==> config.mk <==
export PLATFORM = sky130hd
export DESIGN_NAME = fetch_unit_flat
export DESIGN_NICKNAME = d
export VERILOG_FILES = /design/src/rtl/fetch_unit_if.sv /design/src/rtl/fetch_unit.sv /design/src/flat_wrapper.sv
export SDC_FILE = /design/constraint.sdc
export NUM_CORES = 1
export LEC_CHECK = 0
export ABC_AREA = 1
export ABC_CLOCK_PERIOD_IN_PS = 3400
export CAP_MARGIN = 30
export CORE_ASPECT_RATIO = 0.9
export CORE_MARGIN = 2
export CORE_UTILIZATION = 66
export CTS_CLUSTER_SIZE = 10
export DETAILED_ROUTE_END_ITERATION = 10
export DONT_BUFFER_PORTS = 1
export GPL_TIMING_DRIVEN = 1
export PLACE_DENSITY = 0.89
export SYNTH_ARGS = -nofsm -noshare
export SYNTH_HDL_FRONTEND = slang
export SYNTH_SLANG_ARGS = --single-unit
==> constraint.sdc <==
create_clock -name clk -period 3.4 [get_ports clk]
set_input_delay 0.85 -clock clk [delete_from_list [all_inputs] [get_ports clk]]
set_output_delay 0.85 -clock clk [all_outputs]
set_load 0.01 [all_outputs]
==> src/rtl/fetch_unit_if.sv <==
// -----------------------------------------------------------------------------
// fetch_unit_if
//
// Purpose:
//   Bundles the control and address signals exchanged between the fetch unit
//   and its surroundings (decode / branch resolution / instruction memory).
//
// Parameters:
//   PC_W   width of program counter / instruction-memory address
//   CNT_W  width of the performance counters
//
// Signals:
//   start          one-cycle pulse, begin fetching from the start address
//   stall          decode not ready, re-present the current instruction
//   halt           decode saw a halt instruction (qualified by inst_valid)
//   br_taken       taken branch/jump resolved this cycle
//   br_target      absolute redirect target
//   pc             address presented to instruction memory
//   inst_pc        PC of the instruction currently on the memory output
//   inst_valid     memory output is a real, non-squashed instruction
//   done           high while the fetch unit is halted
//   fetch_count    instructions accepted by decode
//   redirect_count taken redirects
//
// Modports:
//   master  the side issuing control (decode / branch unit)
//   slave   the fetch unit itself
// -----------------------------------------------------------------------------
interface fetch_unit_if #(
    parameter int PC_W  = 8,
    parameter int CNT_W = 16
);
    logic             start;
    logic             stall;
    logic             halt;
    logic             br_taken;
    logic [PC_W-1:0]  br_target;
    logic [PC_W-1:0]  pc;
    logic [PC_W-1:0]  inst_pc;
    logic             inst_valid;
    logic             done;
    logic [CNT_W-1:0] fetch_count;
    logic [CNT_W-1:0] redirect_count;

    modport master (
        output start, stall, halt, br_taken, br_target,
        input  pc, inst_pc, inst_valid, done, fetch_count, redirect_count
    );

    modport slave (
        input  start, stall, halt, br_taken, br_target,
        output pc, inst_pc, inst_valid, done, fetch_count, redirect_count
    );
endinterface

==> src/rtl/fetch_unit.sv <==
// -----------------------------------------------------------------------------
// fetch_unit
//
// Purpose:
//   Program-counter and fetch sequencer in front of a synchronous-read
//   instruction memory (one-cycle read latency). It drives the memory address,
//   tracks which PC the memory output belongs to, and marks that output valid
//   or squashed. Handles start/halt, decode stalls and taken-branch redirects.
//
// Parameters:
//   PC_W        width of program counter / instruction-memory address
//   START_ADDR  PC loaded on reset and on every start
//   CNT_W       width of the performance counters
//
// Ports:
//   clk    system clock, all state updates on the rising edge
//   reset  synchronous, active-high reset
//   bus    fetch_unit_if.slave (start, stall, halt, br_taken, br_target in;
//          pc, inst_pc, inst_valid, done, fetch_count, redirect_count out)
//
// Configuration:
//   FETCH_PERF_CNT_EN  when defined, fetch_count / redirect_count are
//                      saturating counters cleared only by reset; otherwise
//                      both outputs are tied to zero and no counters exist.
// -----------------------------------------------------------------------------
module fetch_unit #(
    parameter int PC_W       = 8,
    parameter int START_ADDR = 0,
    parameter int CNT_W      = 16
) (
    input  logic         clk,
    input  logic         reset,
    fetch_unit_if.slave  bus
);

    localparam logic [PC_W-1:0] START_PC = PC_W'(START_ADDR);
    localparam logic [PC_W-1:0] PC_ONE   = PC_W'(1);

    typedef enum logic [1:0] {
        S_IDLE,
        S_RUN,
        S_HALTED
    } state_t;

    state_t          state_q, state_d;
    logic [PC_W-1:0] pc_q, pc_d;
    logic [PC_W-1:0] inst_pc_q;
    logic [PC_W-1:0] pc_out;
    logic            inst_valid_q, inst_valid_d;
    logic            done_q, done_d;
    logic            halt_ok;
    logic            start_ok;

    // A halt is only meaningful when it belongs to a real instruction.
    assign halt_ok  = bus.halt && inst_valid_q;
    // start is ignored while running.
    assign start_ok = bus.start && (state_q != S_RUN);

    // -------------------------------------------------------------------------
    // Address mux. While stalling, the memory re-reads the address of the
    // instruction on its output so the output stays put. On a start from
    // HALTED, pc_q still holds the frozen halt address, so the start address
    // is presented directly (in IDLE pc_q already equals it).
    // -------------------------------------------------------------------------
    always_comb begin
        pc_out = pc_q;
        if (start_ok) begin
            pc_out = START_PC;
        end else if ((state_q == S_RUN) && bus.stall && !bus.br_taken && !bus.halt) begin
            pc_out = inst_pc_q;
        end
    end

    // -------------------------------------------------------------------------
    // Next-state logic. In RUN the priority is halt > branch > stall > step.
    // -------------------------------------------------------------------------
    always_comb begin
        // NOTE: every signal gets a default first, so no path leaves one
        // unassigned and no latch is inferred.
        state_d      = state_q;
        pc_d         = pc_q;
        inst_valid_d = inst_valid_q;
        done_d       = done_q;

        unique case (state_q)
            S_IDLE, S_HALTED: begin
                inst_valid_d = 1'b0;
                if (bus.start) begin
                    // Start address is read this cycle, so the next fetch
                    // address is one past it and the output is valid next.
                    state_d      = S_RUN;
                    pc_d         = START_PC + PC_ONE;
                    inst_valid_d = 1'b1;
                    done_d       = 1'b0;
                end
            end

            S_RUN: begin
                if (halt_ok) begin
                    state_d      = S_HALTED;
                    inst_valid_d = 1'b0;
                    done_d       = 1'b1;
                end else if (bus.br_taken) begin
                    // The address read this cycle is on the wrong path, so
                    // its memory output is squashed for one cycle.
                    pc_d         = bus.br_target;
                    inst_valid_d = 1'b0;
                end else if (bus.stall) begin
                    pc_d         = pc_q;
                end else begin
                    pc_d         = pc_q + PC_ONE;
                    inst_valid_d = 1'b1;
                end
            end

            default: begin
                state_d      = S_IDLE;
                pc_d         = START_PC;
                inst_valid_d = 1'b0;
                done_d       = 1'b0;
            end
        endcase
    end

    // -------------------------------------------------------------------------
    // State registers. inst_pc always records the address actually presented,
    // which is what the memory output corresponds to one cycle later.
    // -------------------------------------------------------------------------
    always_ff @(posedge clk) begin
        // NOTE: sequential state uses non-blocking assignments so every
        // register samples the pre-edge values regardless of statement order.
        if (reset) begin
            state_q      <= S_IDLE;
            pc_q         <= START_PC;
            inst_pc_q    <= START_PC;
            inst_valid_q <= 1'b0;
            done_q       <= 1'b0;
        end else begin
            state_q      <= state_d;
            pc_q         <= pc_d;
            inst_pc_q    <= pc_out;
            inst_valid_q <= inst_valid_d;
            done_q       <= done_d;
        end
    end

    assign bus.pc         = pc_out;
    assign bus.inst_pc    = inst_pc_q;
    assign bus.inst_valid = inst_valid_q;
    assign bus.done       = done_q;

    // -------------------------------------------------------------------------
    // Optional performance counters.
    // -------------------------------------------------------------------------
`ifdef FETCH_PERF_CNT_EN
    localparam logic [CNT_W-1:0] CNT_MAX = {CNT_W{1'b1}};
    localparam logic [CNT_W-1:0] CNT_ONE = CNT_W'(1);

    logic [CNT_W-1:0] fetch_cnt_q;
    logic [CNT_W-1:0] redirect_cnt_q;
    logic             fetch_inc;
    logic             redirect_inc;

    // An instruction is accepted when it is valid and decode neither stalls
    // nor halts on it.
    assign fetch_inc    = (state_q == S_RUN) && inst_valid_q && !bus.stall && !bus.halt;
    assign redirect_inc = (state_q == S_RUN) && bus.br_taken && !bus.halt;

    // Cleared by reset only; a new start keeps accumulating.
    always_ff @(posedge clk) begin
        if (reset) begin
            fetch_cnt_q    <= '0;
            redirect_cnt_q <= '0;
        end else begin
            if (fetch_inc && (fetch_cnt_q != CNT_MAX)) begin
                fetch_cnt_q <= fetch_cnt_q + CNT_ONE;
            end
            if (redirect_inc && (redirect_cnt_q != CNT_MAX)) begin
                redirect_cnt_q <= redirect_cnt_q + CNT_ONE;
            end
        end
    end

    assign bus.fetch_count    = fetch_cnt_q;
    assign bus.redirect_count = redirect_cnt_q;
`else
    assign bus.fetch_count    = '0;
    assign bus.redirect_count = '0;
`endif

endmodule

==> src/flat_wrapper.sv <==
// flat-port wrapper written by rule: the top's interface ports become plain ports
module fetch_unit_flat 
#(
    parameter int PC_W       = 8,
    parameter int START_ADDR = 0,
    parameter int CNT_W      = 16
)
  (clk, reset, bus_start, bus_stall, bus_halt, bus_br_taken, bus_br_target, bus_pc, bus_inst_pc, bus_inst_valid, bus_done, bus_fetch_count, bus_redirect_count);
  fetch_unit_if #(.PC_W(PC_W), .CNT_W(CNT_W)) bus_i ();
  input  logic clk;
  input  logic reset;
  input wire logic [$bits(bus_i.start)-1:0] bus_start;
  input wire logic [$bits(bus_i.stall)-1:0] bus_stall;
  input wire logic [$bits(bus_i.halt)-1:0] bus_halt;
  input wire logic [$bits(bus_i.br_taken)-1:0] bus_br_taken;
  input wire logic [$bits(bus_i.br_target)-1:0] bus_br_target;
  output wire logic [$bits(bus_i.pc)-1:0] bus_pc;
  output wire logic [$bits(bus_i.inst_pc)-1:0] bus_inst_pc;
  output wire logic [$bits(bus_i.inst_valid)-1:0] bus_inst_valid;
  output wire logic [$bits(bus_i.done)-1:0] bus_done;
  output wire logic [$bits(bus_i.fetch_count)-1:0] bus_fetch_count;
  output wire logic [$bits(bus_i.redirect_count)-1:0] bus_redirect_count;
  assign bus_i.start = bus_start;
  assign bus_i.stall = bus_stall;
  assign bus_i.halt = bus_halt;
  assign bus_i.br_taken = bus_br_taken;
  assign bus_i.br_target = bus_br_target;
  assign bus_pc = bus_i.pc;
  assign bus_inst_pc = bus_i.inst_pc;
  assign bus_inst_valid = bus_i.inst_valid;
  assign bus_done = bus_i.done;
  assign bus_fetch_count = bus_i.fetch_count;
  assign bus_redirect_count = bus_i.redirect_count;
  fetch_unit #(.PC_W(PC_W), .START_ADDR(START_ADDR), .CNT_W(CNT_W)) u_core (.clk(clk), .reset(reset), .bus(bus_i));
endmodule
final_clocks.png
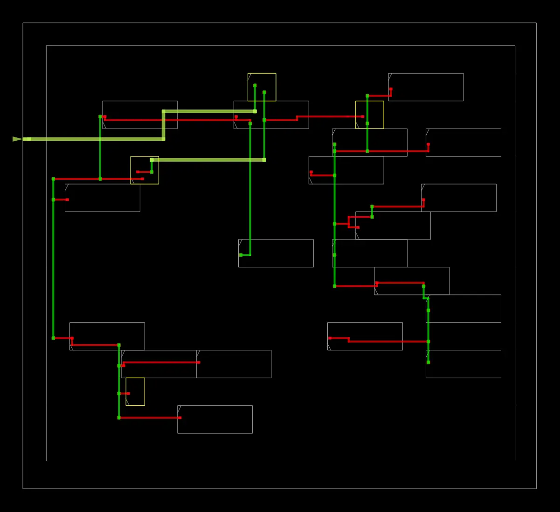
CTS Sinks: 19
Max Clock Skew: 0.00369 ns
clock group power: 0.000115 W
Worst-Skew Late Latency: 0.30 ns
TritonCTS buffer count: 3

met1.png
Supply wires on this layer in gray.
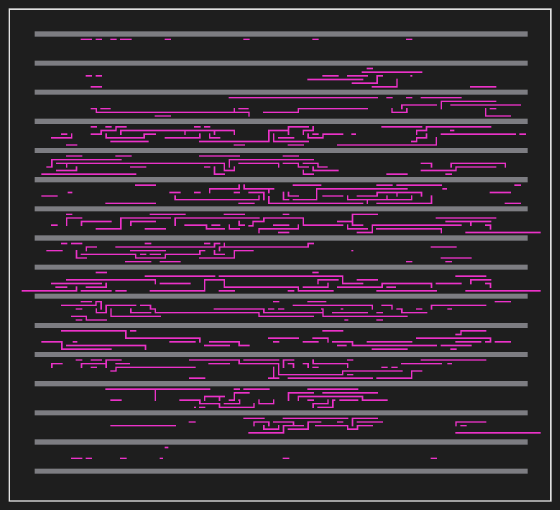
The layer carries 989 µm of wire. The longest straight run is 15.6 µm.
met1 Usage GRT: 25.5%
DRT Wirelength: 2380 µm
Via Count: 1,055

pdn.png
Pins as bars on the die edge.
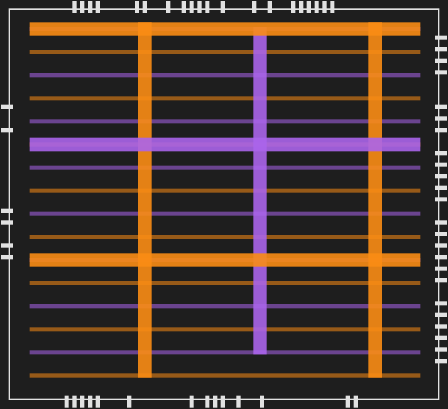
VSS: in orange. VDD: in purple.
3 straps on met5. 3 straps on met4. 64 signal pins sit on the boundary. The core has 15 rows.

## through the flow
stage               instances  util [%]
detailed placement        208      62.4
floorplan                 218         -
finish                    212      63.9
CTS                       212      63.9
global route              212      63.9
global placement          208      62.4
## worst register-to-register path: cells and delay by family, from the launching register on
kind / cells / cell delay, ns
simple gates: 4 / 0.60
flops: 1 / 0.51
buf+inv: 2 / 0.14
## logic make-up (layout without fill, tap and decap cells)
family                     count (synthesis)  count (layout)
buffers and inverters                     47              16
adders and majority gates                  1               1
and+or+nand+nor                           92              92
AOI/OAI and AO/OA                         25              25
xor gates and xnor gates                   2               2
other                                      1              32
DFF                                       19              19
## cell usage after synthesis
library cell	instances
o211ai_1	2
o21ai_1	2
conb_1	1
xor2_1	1
nor2_2	1
nand2_4	1
xnor2_1	1
nand4_1	1
nor2_4	3
inv_1	9
buf_4	33
nand2_2	1
a21oi_1	10
inv_2	3
dfxtp_1	19
nand2_1	33
o21ai_0	11
nand3_1	8
nor3_1	8
nand3_2	1
nor2_8	1
nor3_2	1
nor2_1	32
or2_2	1
clkbuf_1	2
ha_1	1
## power by group
part	leakage (nW)	switching (W)	internal [W]	total, W
clock network	0.0177	0.0000714	0.0000438	0.000115
registers	0.155	0.0000125	0.000232	0.000245
logic	0.391	0.0000547	0.0000194	0.0000742
total	0.564	0.000139	0.000295	0.000434
## routing by layer
| metal | up-vias | part of all wire [%] | wire, µm | track usage, % |
|---|---|---|---|---|
| li1 | 535 | - | - | - |
| met1 | 478 | 42 | 988 | 25.5 |
| met2 | 42 | 51 | 1210 | 42.6 |
| met3 | 0 | 7.5 | 178 | 6.91 |
| met4 | 0 | 0 | 0 | 3.24 |
| met5 | - | 0 | 0 | 0 |
==> results.cfg <==
; physical design summary
[place]
place_ws_ns = 0.899
place_congestion = 0.798
hpwl_um = 1910
place_area_mm2 = 0.00117

[critical_path]
r2r-end = u_core.pc_q[0]
worstSetupPathType = in -> out
worstSetupStartpoint = bus_stall
reg2reg_depth = 6
critPathBufInv = 1
worstPathMaxFanout = 10
cp_slowest_cell = nor2_1
critPathRequiredTime_ns = 2.55
rr_startpoint = u_core.bus.done
path_cells = inv_1, nor2_4, nand2_4, nor2_8, o21ai_0, nor2_1
rrSetupSlack_ns = 2.07
cp_top_family = simple AND/OR/NAND/NOR gates
crit_path_end = bus_pc[0]

[yosys]
top_logic_kind = simple AND/OR/NAND/NOR gates
synth_seq_share_pct = 29.7
ys_sh_mux_pct = 0
yosys.area.top_type_share_pct = 29.7
yosysTopAreaCell = dfxtp_1
topCellsByArea = dfxtp_1 30%, buf_4 19%, nand2_1 9.7%, nor2_1 9.4%, o21ai_0 4.3%
synth.yosys.warnings = 0
synthAoiAreaFrac_pct = 10.2
adder_share_pct = 0.978
xor_area_share_pct = 1.37
syn_inst = 187
ys_types = 26
syn_area_mm2 = 0.00128
simple_gate_area_share_pct = 34.0

[sta]
rsz0062_at_grt = false
setup_violations = 0
setup_tns_ns = 0
slew_viol_final = 0
worst_slack_ns = 0.902
finalCritPeriodShare_pct = 73.5
final_hold_viol_count = 0

[job]
warnings = 26
maxCapViolCount = 0

[power]
p_leak_nw = 0.564
p_total_w = 0.000434
power.density_mw_per_mm2 = 362

[drt]
drt-pass1-iter-count = 4
wl_per_cell_um = 11.2
drt_iter0_markers = 23
remaining_drc_errors = 0

[cells_and_area]
syn_to_final_growth_pct = -6.26
ff_latch_area_um2 = 380
fillerInstances = 192
drive_gt1_share_pct = 9.09
signal_buffers = 0
logic_area_um2 = 714
n_antenna_cell = 0
most-common-layout-cells = 33 x nand2_1, 32 x nor2_1, 32 x conb_1
n_all_inverters = 12
largest_class = multi-input combinational cells
buffer_area_share_pct = 0
sequential_cell_total = 19
seq_area_share_pct = 31.7

[global_routing]
overflow = 0
grt_first_pass_wirelength_um = 3910
grt_max_degree = 20

[cts]
max-clock-path-buffers = 2
cts_tree = built
cts_hold_buffers = 0
root_buffer = clkbuf_4
htreeDepth = 1
cts.clk_slew.worst_paths_ns = 0.11

[floorplanning]
dieWidth_um = 50.4
coreArea_mm2 = 0.00188
die-area_mm2 = 0.00231
die_h_um = 45.8
core.rowCount = 15
ios = 64

[outcome]
status = complete, no violations

[min_path]
hold_start = u_core.pc_q[7]
holdPathStages = 2
hp-class = reg -> reg
hold_end = u_core.pc_q[7]
Power and IR drop assume default switching activity.
